[src/rtl/detect_scan_sched_if.sv]
// Request/result bundle for the pattern-detect scan scheduler.
// Latency: none (wiring only).
// Backpressure: requesters hold req/data until their gnt; no grant while a word is in flight.
//
// Signals:
//   req0/req1, data0/data1 : requester side, driven by the requesters
//   gnt0/gnt1              : one-cycle accept back to the requesters
//   busy, detect, done,
//   done_id, match_cnt     : scan status and result, driven by the scheduler
interface detect_scan_sched_if;
  logic       req0;
  logic [7:0] data0;
  logic       req1;
  logic [7:0] data1;
  logic       gnt0;
  logic       gnt1;
  logic       busy;
  logic       detect;
  logic       done;
  logic       done_id;
  logic [2:0] match_cnt;

  modport slave (
    input  req0, data0, req1, data1,
    output gnt0, gnt1, busy, detect, done, done_id, match_cnt
  );

  modport master (
    output req0, data0, req1, data1,
    input  gnt0, gnt1, busy, detect, done, done_id, match_cnt
  );
endinterface

[src/rtl/detect_scan_sched.sv]
// Round-robin scheduler feeding an 8-bit word MSB-first through a 4-bit Mealy pattern matcher.
// Latency: grant at T, bits evaluated T+1..T+8, done/match_cnt/done_id at T+9, next grant at T+10 earliest.
// Backpressure: one word in flight; requests simply wait (no grant) while busy, nothing is lost.
//
// Ports:
//   clk : rising-edge clock
//   rst : synchronous active-high reset; aborts any scan in flight without a done
//   bus : detect_scan_sched_if.slave (requests, grants, status and result)
module detect_scan_sched #(
  parameter logic [3:0] PATTERN = 4'b1011
) (
  input  logic                clk,
  input  logic                rst,
  detect_scan_sched_if.slave  bus
);

  typedef enum logic [1:0] {
    IDLE  = 2'd0,
    SHIFT = 2'd1,
    DONE  = 2'd2
  } state_t;

  state_t     state;
  logic [7:0] shreg;
  logic [2:0] hist;
  logic [2:0] bitcnt;
  logic [2:0] cnt;
  logic       cur_id;
  logic       last_id;

  logic       busy_q;
  logic       done_q;
  logic       done_id_q;
  logic [2:0] match_cnt_q;

  logic       pick1;
  logic       gnt0_c;
  logic       gnt1_c;
  logic       cur_bit;
  logic       det_c;
  logic [2:0] cnt_next;

  always_comb begin
    // Requester 1 wins when it is alone, or on a tie when requester 0 was served last.
    pick1    = bus.req1 && (!bus.req0 || !last_id);
    // Grants are suppressed while rst is high so the reset cycle shows reset values.
    gnt0_c   = (state == IDLE) && !rst && bus.req0 && !pick1;
    gnt1_c   = (state == IDLE) && !rst && pick1;
    cur_bit  = shreg[7];
    // The first three bits of a word cannot complete a window: history is cleared per word.
    det_c    = (state == SHIFT) && !rst && (bitcnt >= 3'd3) && ({hist, cur_bit} == PATTERN);
    cnt_next = cnt + {2'b00, det_c};
  end

  assign bus.gnt0      = gnt0_c;
  assign bus.gnt1      = gnt1_c;
  assign bus.detect    = det_c;
  assign bus.busy      = busy_q;
  assign bus.done      = done_q;
  assign bus.done_id   = done_id_q;
  assign bus.match_cnt = match_cnt_q;

  always_ff @(posedge clk) begin
    if (rst) begin
      state       <= IDLE;
      shreg       <= 8'd0;
      hist        <= 3'd0;
      bitcnt      <= 3'd0;
      cnt         <= 3'd0;
      cur_id      <= 1'b0;
      last_id     <= 1'b1;
      busy_q      <= 1'b0;
      done_q      <= 1'b0;
      done_id_q   <= 1'b0;
      match_cnt_q <= 3'd0;
    end else begin
      case (state)
        IDLE: begin
          if (gnt0_c || gnt1_c) begin
            shreg  <= gnt1_c ? bus.data1 : bus.data0;
            cur_id <= gnt1_c;
            bitcnt <= 3'd0;
            hist   <= 3'd0;
            cnt    <= 3'd0;
            busy_q <= 1'b1;
            state  <= SHIFT;
          end
        end

        SHIFT: begin
          shreg  <= {shreg[6:0], 1'b0};
          hist   <= {hist[1:0], cur_bit};
          bitcnt <= bitcnt + 3'd1;
          cnt    <= cnt_next;
          if (bitcnt == 3'd7) begin
            // Result registers load on the last shift edge so they are valid with done
            // in the DONE cycle; the last bit's detect is folded in via cnt_next.
            state       <= DONE;
            done_q      <= 1'b1;
            match_cnt_q <= cnt_next;
            done_id_q   <= cur_id;
            last_id     <= cur_id;
          end
        end

        DONE: begin
          done_q <= 1'b0;
          busy_q <= 1'b0;
          state  <= IDLE;
        end

        default: state <= IDLE;
      endcase
    end
  end

endmodule

[src/flat_wrapper.sv]
// flat-port wrapper written by rule: the top's interface ports become plain ports
module detect_scan_sched_flat 
#(
  parameter logic [3:0] PATTERN = 4'b1011
)
  (clk, rst, bus_req0, bus_data0, bus_req1, bus_data1, bus_gnt0, bus_gnt1, bus_busy, bus_detect, bus_done, bus_done_id, bus_match_cnt);
  detect_scan_sched_if bus_i ();
  input  logic clk;
  input  logic rst;
  input wire logic [$bits(bus_i.req0)-1:0] bus_req0;
  input wire logic [$bits(bus_i.data0)-1:0] bus_data0;
  input wire logic [$bits(bus_i.req1)-1:0] bus_req1;
  input wire logic [$bits(bus_i.data1)-1:0] bus_data1;
  output wire logic [$bits(bus_i.gnt0)-1:0] bus_gnt0;
  output wire logic [$bits(bus_i.gnt1)-1:0] bus_gnt1;
  output wire logic [$bits(bus_i.busy)-1:0] bus_busy;
  output wire logic [$bits(bus_i.detect)-1:0] bus_detect;
  output wire logic [$bits(bus_i.done)-1:0] bus_done;
  output wire logic [$bits(bus_i.done_id)-1:0] bus_done_id;
  output wire logic [$bits(bus_i.match_cnt)-1:0] bus_match_cnt;
  assign bus_i.req0 = bus_req0;
  assign bus_i.data0 = bus_data0;
  assign bus_i.req1 = bus_req1;
  assign bus_i.data1 = bus_data1;
  assign bus_gnt0 = bus_i.gnt0;
  assign bus_gnt1 = bus_i.gnt1;
  assign bus_busy = bus_i.busy;
  assign bus_detect = bus_i.detect;
  assign bus_done = bus_i.done;
  assign bus_done_id = bus_i.done_id;
  assign bus_match_cnt = bus_i.match_cnt;
  detect_scan_sched #(.PATTERN(PATTERN)) u_core (.clk(clk), .rst(rst), .bus(bus_i));
endmodule
[config.mk]
export PLATFORM = sky130hd
export DESIGN_NAME = detect_scan_sched_flat
export DESIGN_NICKNAME = d
export VERILOG_FILES = /design/src/rtl/detect_scan_sched_if.sv /design/src/rtl/detect_scan_sched.sv /design/src/flat_wrapper.sv
export SDC_FILE = /design/constraint.sdc
export NUM_CORES = 1
export LEC_CHECK = 0
export ABC_AREA = 1
export CAP_MARGIN = 10
export CORE_MARGIN = 3
export CORE_UTILIZATION = 50
export DETAILED_ROUTE_END_ITERATION = 16
export PLACE_DENSITY = 0.76
export SYNTH_ARGS = -nofsm -noshare
export SYNTH_HDL_FRONTEND = slang
export SYNTH_SLANG_ARGS = --single-unit
[constraint.sdc]
create_clock -name clk -period 2.4 [get_ports clk]
set_clock_uncertainty 0.05 [all_clocks]
set_input_delay 0.24 -clock clk [delete_from_list [all_inputs] [get_ports clk]]
set_output_delay 0.24 -clock clk [all_outputs]
set_load 0.05 [all_outputs]
==> impl_metrics.yaml, run 1 <==
# synthesis and place-and-route metrics
status:
  status: "completed"
setup_path:
  timing.rr.end: "u_core.cnt[2]$_SDFFE_PP0P_"
  crit_path_max_fanout: 4
  worst-path-buf-inv: 0
  cp_cell_sequence: "ha_1 -> ha_1 -> a21oi_1 -> a211oi_4 -> ha_1 -> ha_1 -> xor2_1 -> nand2_1 -> a21oi_1"
  startpoint: "u_core.bitcnt[0]$_SDFFE_PP0P_"
  cp.required_ns: 2.62
  arrival_ns: 2.27
  crit_cells: 9
  slowest_stage: "dfxtp_1"
  startpoint_type: "flop"
  r2r_start: "u_core.bitcnt[0]$_SDFFE_PP0P_"
  endpoint: "u_core.cnt[2]$_SDFFE_PP0P_"
  reg2reg_depth: 9
cts:
  holdBufCountCts: 0
  cts_tree: "yes"
  post_cts_buffers: 0
  ctsResizeCount: 0
  cts_max_level: 1
  root_buffer: "clkbuf_4"
  clockBufferDepth: 2
placed_design:
  placed_cells: 250
  placed_area_mm2: 0.00172
global_route:
  grt_use_met2: 0.315
  grt_start_max_net_pins: 18
  antenna_found_initial: 0
  grt_pass1_vias: 1223
  grt_usage: 0.190
  overflow: 0
  gr-usage-met1: 0.241
detailed_routing:
  top_layer: "met4"
  drtIter0Drc: 78
  dr_wl_met2_mm: 1.52
  drc: 0
  wl_met3_um: 152
  drt_first_pass_iters: 4
  avgRoutedWirePerCell_um: 12.2
  wl_mm: 3.11
  ant_nets: 0
yosys:
  topCellsByArea: "dfxtp_1 39%, nand2_1 14%, nand3_1 9.0%"
  syn_nets: 220
  ys_ff: 27
  adder_share: 0.0449
  syn_avg_cell_area_um2: 7.15
  ys_sh_simple: 0.358
  ys.flop_type: "dfxtp_1"
  synth.cell_area_mm2: 0.00139
  yosys_warnings: 0
  synth_cells: 195
  yosys-dominant-comb-family: "simple AND/OR/NAND/NOR gates"
  yosys.area_share.aoi: 0.0718
  top_cell: "nand2_1"
  ys_area_mm2: 0.00139
floorplanning:
  row_count: 18
  die_x_um: 58.8
  top_level_ports: 29
  fp_util: 0.543
  core_area_mm2: 0.00257
sta:
  setup_tns_ns: 0
  setup_violations: 0
  max_slew_margin: 0.661
  finalClockPeriodUsage: 0.852
  period_minus_slack_ns: 2.05
  slew_violations: 0
  rsz0062_at_grt: "false"
  setup_ws_ns: 0.354
  worst_slew_pin_slew_ns: 0.507
  max_freq_mhz: 489
pwr:
  power_uw: 837
  vdd_drop_max_mv: 0.454
  power_density_mw_per_mm2: 477
finish:
  largest_reg_flops: 8
  antenna_cells: 0
  nFillCells: 229
  largest_register: "u_core.shreg"
  fin_nets: 250
min_path:
  holdPathEnd: "u_core.bus.done_id$_SDFFE_PP0P_"
  min-delay-path-class: "flop to flop"
job:
  tool_warnings: 27
run 1: report_power, final:
part	total, mW	switching, mW	internal [mW]
sequential	0.477	0.0120	0.465
combinational	0.163	0.0923	0.0705
clock	0.198	0.134	0.0637
run 1: layout make-up:
type | count | area (um^2) | area share
timing repair buffer | 31 | 333 | 0.190
multi-input combinational | 128 | 683 | 0.389
inverter | 34 | 130 | 0.0742
clock buffer | 3 | 22.5 | 0.0128
sequential | 27 | 541 | 0.308
clock inverter | 1 | 7.51 | 0.00428
tap | 30 | 37.5 | 0.0214
run 1: cell families (layout without fill, tap and decap cells):
family / Yosys count / in the layout
xor gates and xnor gates: 1 / 1
and+or+nand+nor: 104 / 104
AOI/OAI and AO/OA: 18 / 18
buffers and inverters: 40 / 69
adders and majority gates: 5 / 5
DFF: 27 / 27
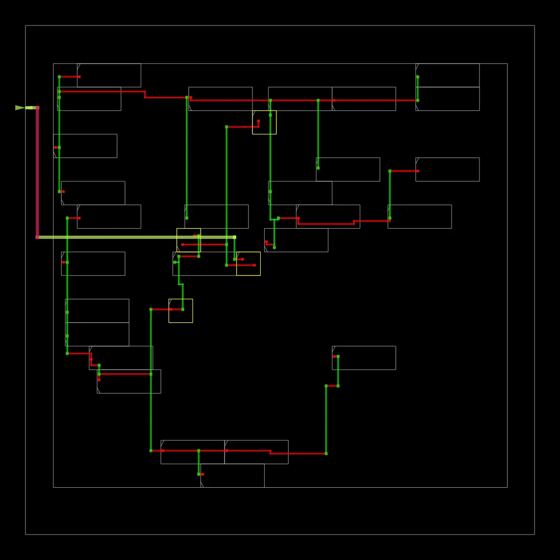
Fig. 1. Clock nets (run 1).
layout clock buffer count: 3
Clk. pwr: 198 uW
worst-skew pair later-pin latency: 0.32 ns
CTS Buf Count: 3
clk sinks: 27

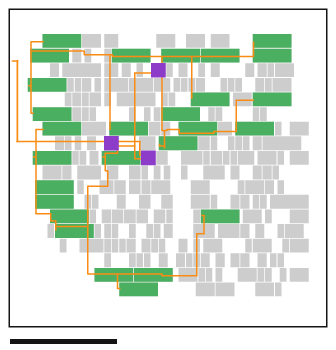
Fig. 2. Clock wires, drivers and flops (run 1).
The bar under the picture is 20 um long.
Key: clock drivers = purple [count 3]; flip-flops = green [count 27]; clock wires = orange [length 296 um]
Position of the flops: spread over the die.

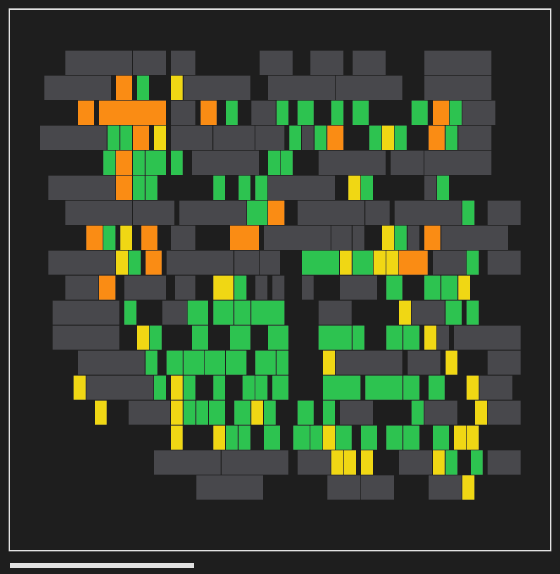
Fig. 3. Selected gate families (run 1).
The bar under the picture is 20 um long.
Key: aoi and oai cells = orange [cells 18, most used a21oi_1]; inv cells = yellow [cells 34, most used inv_1]; nand cells = green [cells 92, most used nand2_1]
Final Non-Filler Cells: 254
Top cell excl fill/tap: nand2_1

--- run 2 (diff from run 1) ---
--- a/config.mk
+++ b/config.mk
@@ -7,10 +7,9 @@
 export LEC_CHECK = 0
 export ABC_AREA = 1
 export CAP_MARGIN = 10
-export CORE_MARGIN = 3
-export CORE_UTILIZATION = 50
+export CORE_UTILIZATION = 54
 export DETAILED_ROUTE_END_ITERATION = 16
-export PLACE_DENSITY = 0.76
+export PLACE_DENSITY = 0.82
 export SYNTH_ARGS = -nofsm -noshare
 export SYNTH_HDL_FRONTEND = slang
 export SYNTH_SLANG_ARGS = --single-unit
==> constraint.sdc (replaced) <==
create_clock -name clk -period 2.5 [get_ports clk]
set_clock_uncertainty 0.05 [all_clocks]
set_input_delay 0.25 -clock clk [delete_from_list [all_inputs] [get_ports clk]]
set_output_delay 0.25 -clock clk [all_outputs]
set_load 0.05 [all_outputs]
==> run 2 against run 1 <==
Compared with the run above: first-iteration DRC count fell by 64%; worst hold slack got worse by 0.00087 ns; core utilization rose by 2.8 points; highest routed layer unchanged.
==> impl_metrics.yaml, run 2 <==
# synthesis and place-and-route metrics
sta:
  rsz0062_at_grt: "false"
  max_slew_margin: 0.671
  setup_ws_ns: 0.376
  worst_slew_pin_slew_ns: 0.492
  slew_violations: 0
  setup_violations: 0
  finalClockPeriodUsage: 0.850
yosys:
  syn_nets: 220
  ys.flop_type: "dfxtp_1"
  yosys_warnings: 0
  ys_sh_simple: 0.358
  synth.cell_area_mm2: 0.00139
  yosys.area_share.aoi: 0.0718
  adder_share: 0.0449
  synth_cells: 195
  topCellsByArea: "dfxtp_1 39%, nand2_1 14%, nand3_1 9.0%"
  ys_area_mm2: 0.00139
  yosys-dominant-comb-family: "simple AND/OR/NAND/NOR gates"
pwr:
  p_clk_frac: 0.234
  p_sw_frac: 0.282
  power_density_mw_per_mm2: 458
  combPwrFrac: 0.194
  vdd_drop_max_mv: 0.483
  power_uw: 800
  p_int_uw: 575
  power_frac_seq: 0.571
global_route:
  antenna_found_initial: 0
  grt_use_met2: 0.390
  overflow: 0
  grt_usage: 0.233
  grt_start_max_net_pins: 18
  gr-usage-met1: 0.300
detailed_routing:
  avgRoutedWirePerCell_um: 11.4
  ant_nets: 0
  dr_wl_met2_mm: 1.44
  wl_mm: 2.90
  top_layer: "met4"
  drt_first_pass_iters: 4
  drtIter0Drc: 28
cts:
  holdBufCountCts: 0
  cts_max_level: 1
  post_cts_buffers: 0
  numCtsBuffers: 3
  ctsResizeCount: 0
  insertion_delay_ns: 0.32
  cts_tree: "yes"
  clockBufferDepth: 2
  root_buffer: "clkbuf_4"
setup_path:
  timing.rr.end: "u_core.cnt[2]$_SDFFE_PP0P_"
  endpoint: "u_core.cnt[2]$_SDFFE_PP0P_"
  worst-path-buf-inv: 1
  reg2reg_depth: 9
  cp_cell_sequence: "nand2_4 -> inv_4 -> nand2_1 -> a211oi_2 -> ha_1 -> ha_1 -> xor2_1 -> nand2_1 -> a21oi_1"
  slowest_stage: "dfxtp_1"
  startpoint: "u_core.state[0]$_SDFFE_PP0P_"
  arrival_ns: 2.34
  crit_cells: 9
  cp.required_ns: 2.71
  r2r_start: "u_core.state[0]$_SDFFE_PP0P_"
  crit_path_max_fanout: 17
finish:
  fin_nets: 250
  largest_reg_flops: 8
  largest_register: "u_core.shreg"
  final_common_cell: "nand2_1"
floorplanning:
  fp_util: 0.568
  die_x_um: 52.8
  top_level_ports: 29
status:
  status: "completed"
placed_design:
  placed_area_mm2: 0.00172
min_path:
  holdPathEnd: "u_core.bus.done$_SDFFE_PP0P_"
job:
  tool_warnings: 27
## run 2: cell counts in the layout (fill, tap and decap cells not counted)
Identical to the previous run, type by type.
## run 2: layout make-up
cell class	instances	area, um^2
Tap cell	30	37.5
Timing Repair Buffer	31	333
Multi-Input combinational cell	128	676
Clock buffer	3	22.5
Clock inverter	1	7.51
Fill cell	205	708
Sequential cell	27	541
Inverter	34	130
## run 2: power by group through the flow
stage               Combinational [mW]  Clock, mW  Sequential, mW
floorplan                       0.0968          0           0.468
global placement                 0.150          0           0.466
detailed placement               0.155          0           0.466
CTS                              0.156      0.193           0.457
global route                     0.172      0.210           0.458
finish                           0.156      0.187           0.457
## run 2: metrics by stage
step,instances,hold WS (ns)
after global routing,254,0.449
after detailed placement,250,0.406
after CTS,254,0.426
after floorplan,195,0.388
final,254,0.422
after global placement,250,0.397
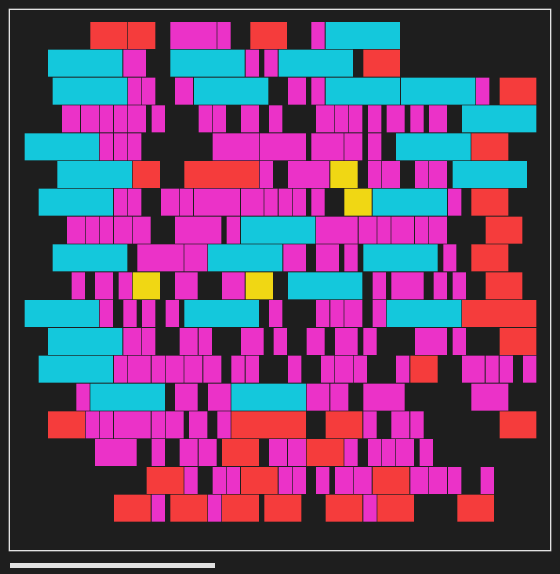
Fig. 4. Cells coloured by class (run 2).
The bar under the picture is 20 um long.
Key: sequential cells = cyan [cells 27]; remaining buffers and delay cells = red [cells 31]; combinational and other logic = magenta [cells 162]; clock drivers and dummy loads = yellow [cells 4]
core region area: 0.00245 mm^2
flop share of the area: 0.309
fin area: 0.00175 mm^2
post-layout util: 0.712
row count: 18

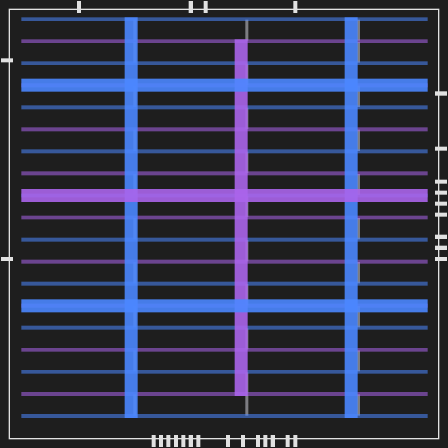
Fig. 5. Floorplan with the power grid (run 2).
Pins as bars on the die edge. Tap cells in grey.
Key: VDD = purple; VSS = blue
19 met1 rails follow the rows. 29 signal pins sit on the boundary.

--- run 3 (diff from run 2) ---
--- a/config.mk
+++ b/config.mk
@@ -7,9 +7,9 @@
 export LEC_CHECK = 0
 export ABC_AREA = 1
 export CAP_MARGIN = 10
-export CORE_UTILIZATION = 54
+export CORE_UTILIZATION = 50
 export DETAILED_ROUTE_END_ITERATION = 16
-export PLACE_DENSITY = 0.82
+export PLACE_DENSITY = 0.76
 export SYNTH_ARGS = -nofsm -noshare
 export SYNTH_HDL_FRONTEND = slang
 export SYNTH_SLANG_ARGS = --single-unit
==> constraint.sdc (replaced) <==
create_clock -name clk -period 2.2 [get_ports clk]
set_clock_uncertainty 0.05 [all_clocks]
set_input_delay 0.22 -clock clk [delete_from_list [all_inputs] [get_ports clk]]
set_output_delay 0.22 -clock clk [all_outputs]
set_load 0.05 [all_outputs]
==> run 3 against run 2 <==
Compared with the run above: first-iteration DRC count decreased by 11%; register-to-register slack worse by 0.19 ns; fmax increased by 5.7%; via count down 1.1%; clock power is 21% higher; sequential share of layout area shrank 0.26 points; area after synthesis unchanged; combinational power up 15%; worst hold slack improved by 0.0018 ns; routed wire length grew 3.7%; sequential power grew 14%; critical path type unchanged; largest power group unchanged.
==> impl_metrics.yaml, run 3 <==
# synthesis and place-and-route metrics
global_route:
  grt_usage: 0.218
floorplanning:
  row_count: 18
pwr:
  power-top-group: "registers"
  combPwrFrac: 0.195
  p_comb_uw: 180
  p_sw_frac: 0.293
  p_clk_frac: 0.244
finish:
  fin_nets: 251
  largest_register: "u_core.shreg"
  largest_reg_flops: 8
  nFillCells: 209
  final_area_mm2: 0.00177
  logic_area_um2: 686
  final_common_cell: "nand2_1"
sta:
  slew_violations: 0
  worst_slew_pin_slew_ns: 0.492
  finalClockPeriodUsage: 0.914
  rsz0062_at_grt: "false"
  timing.hold.ws_ns: 0.424
setup_path:
  slowest_stage: "dfxtp_1"
  arrival_ns: 2.24
  crit_path_max_fanout: 17
  r2r_start: "u_core.state[1]$_SDFFE_PP0P_"
  cp_cell_sequence: "inv_2 -> nand2_4 -> inv_4 -> nand2_1 -> a211oi_4 -> ha_2 -> ha_1 -> xor2_1 -> nand2_1 -> a21oi_1"
  timing.rr.end: "u_core.cnt[2]$_SDFFE_PP0P_"
  cp.required_ns: 2.43
  reg2reg_depth: 10
  endpoint: "u_core.cnt[2]$_SDFFE_PP0P_"
cts:
  numCtsBuffers: 3
  cts_tree: "yes"
  clockBufferDepth: 2
detailed_routing:
  drtIter0Drc: 25
  top_layer: "met4"
  wl_mm: 3.01
  ant_nets: 0
  drt_first_pass_iters: 4
status:
  status: "completed"
placed_design:
  placed_area_mm2: 0.00174
yosys:
  yosys_warnings: 0
  synth_cells: 195
  ys.flop_type: "dfxtp_1"
[run 3: cell count changes in the layout (fill, tap and decap cells not counted), sizes merged]
| cell | delta |
|---|---|
| buf | +1 |
[run 3: cells by family (layout without fill, tap and decap cells)]
group           after synthesis  in the layout  synth area share
compound gates               18             18            0.0718
xor+xnor                      1              1           0.00628
fa+ha+maj                     5              5            0.0449
buf+inv                      40             70             0.131
flops                        27             27             0.388
simple gates                104            104             0.358
[run 3: layout make-up]
| cell class | instances | area share |
|---|---|---|
| clock buffers | 3 | 0.0128 |
| clock inverters | 1 | 0.00425 |
| inverters | 34 | 0.0737 |
| multi-input cells | 128 | 0.388 |
| flip-flops and latches | 27 | 0.307 |
| well taps | 30 | 0.0213 |
| repair buffers | 32 | 0.193 |
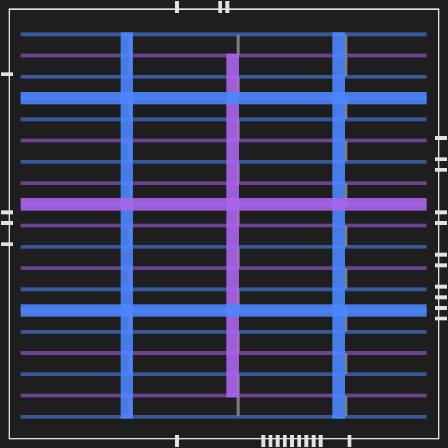
Fig. 6. Floorplan with the power grid (run 3).
Pins as bars on the die edge. Tap cells in grey.
Key: VDD = purple; VSS = blue
19 met1 rails follow the rows. 29 signal pins sit on the boundary. 3 straps on met5. 30 tap cells. 3 straps on met4.
Die Width: 54.8 um
core region area: 0.00254 mm^2
peak supply drop: 0.397 mV
die height: 54.8 um

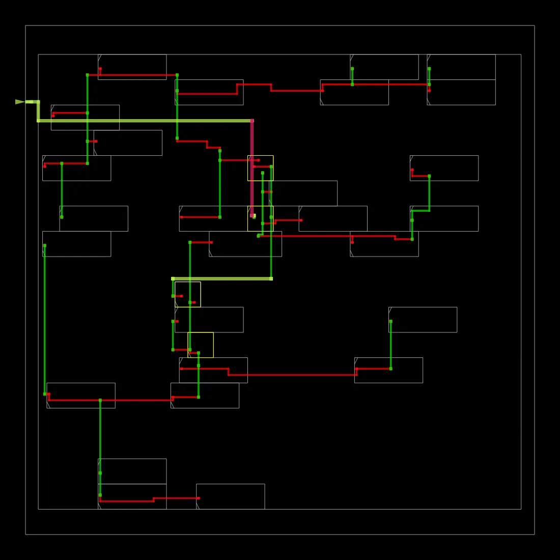
Fig. 7. Clock nets (run 3).
flip-flops: 27
worst-skew pair later-pin latency: 0.33 ns
Clk. pwr: 226 uW

Power and IR drop assume default switching activity.
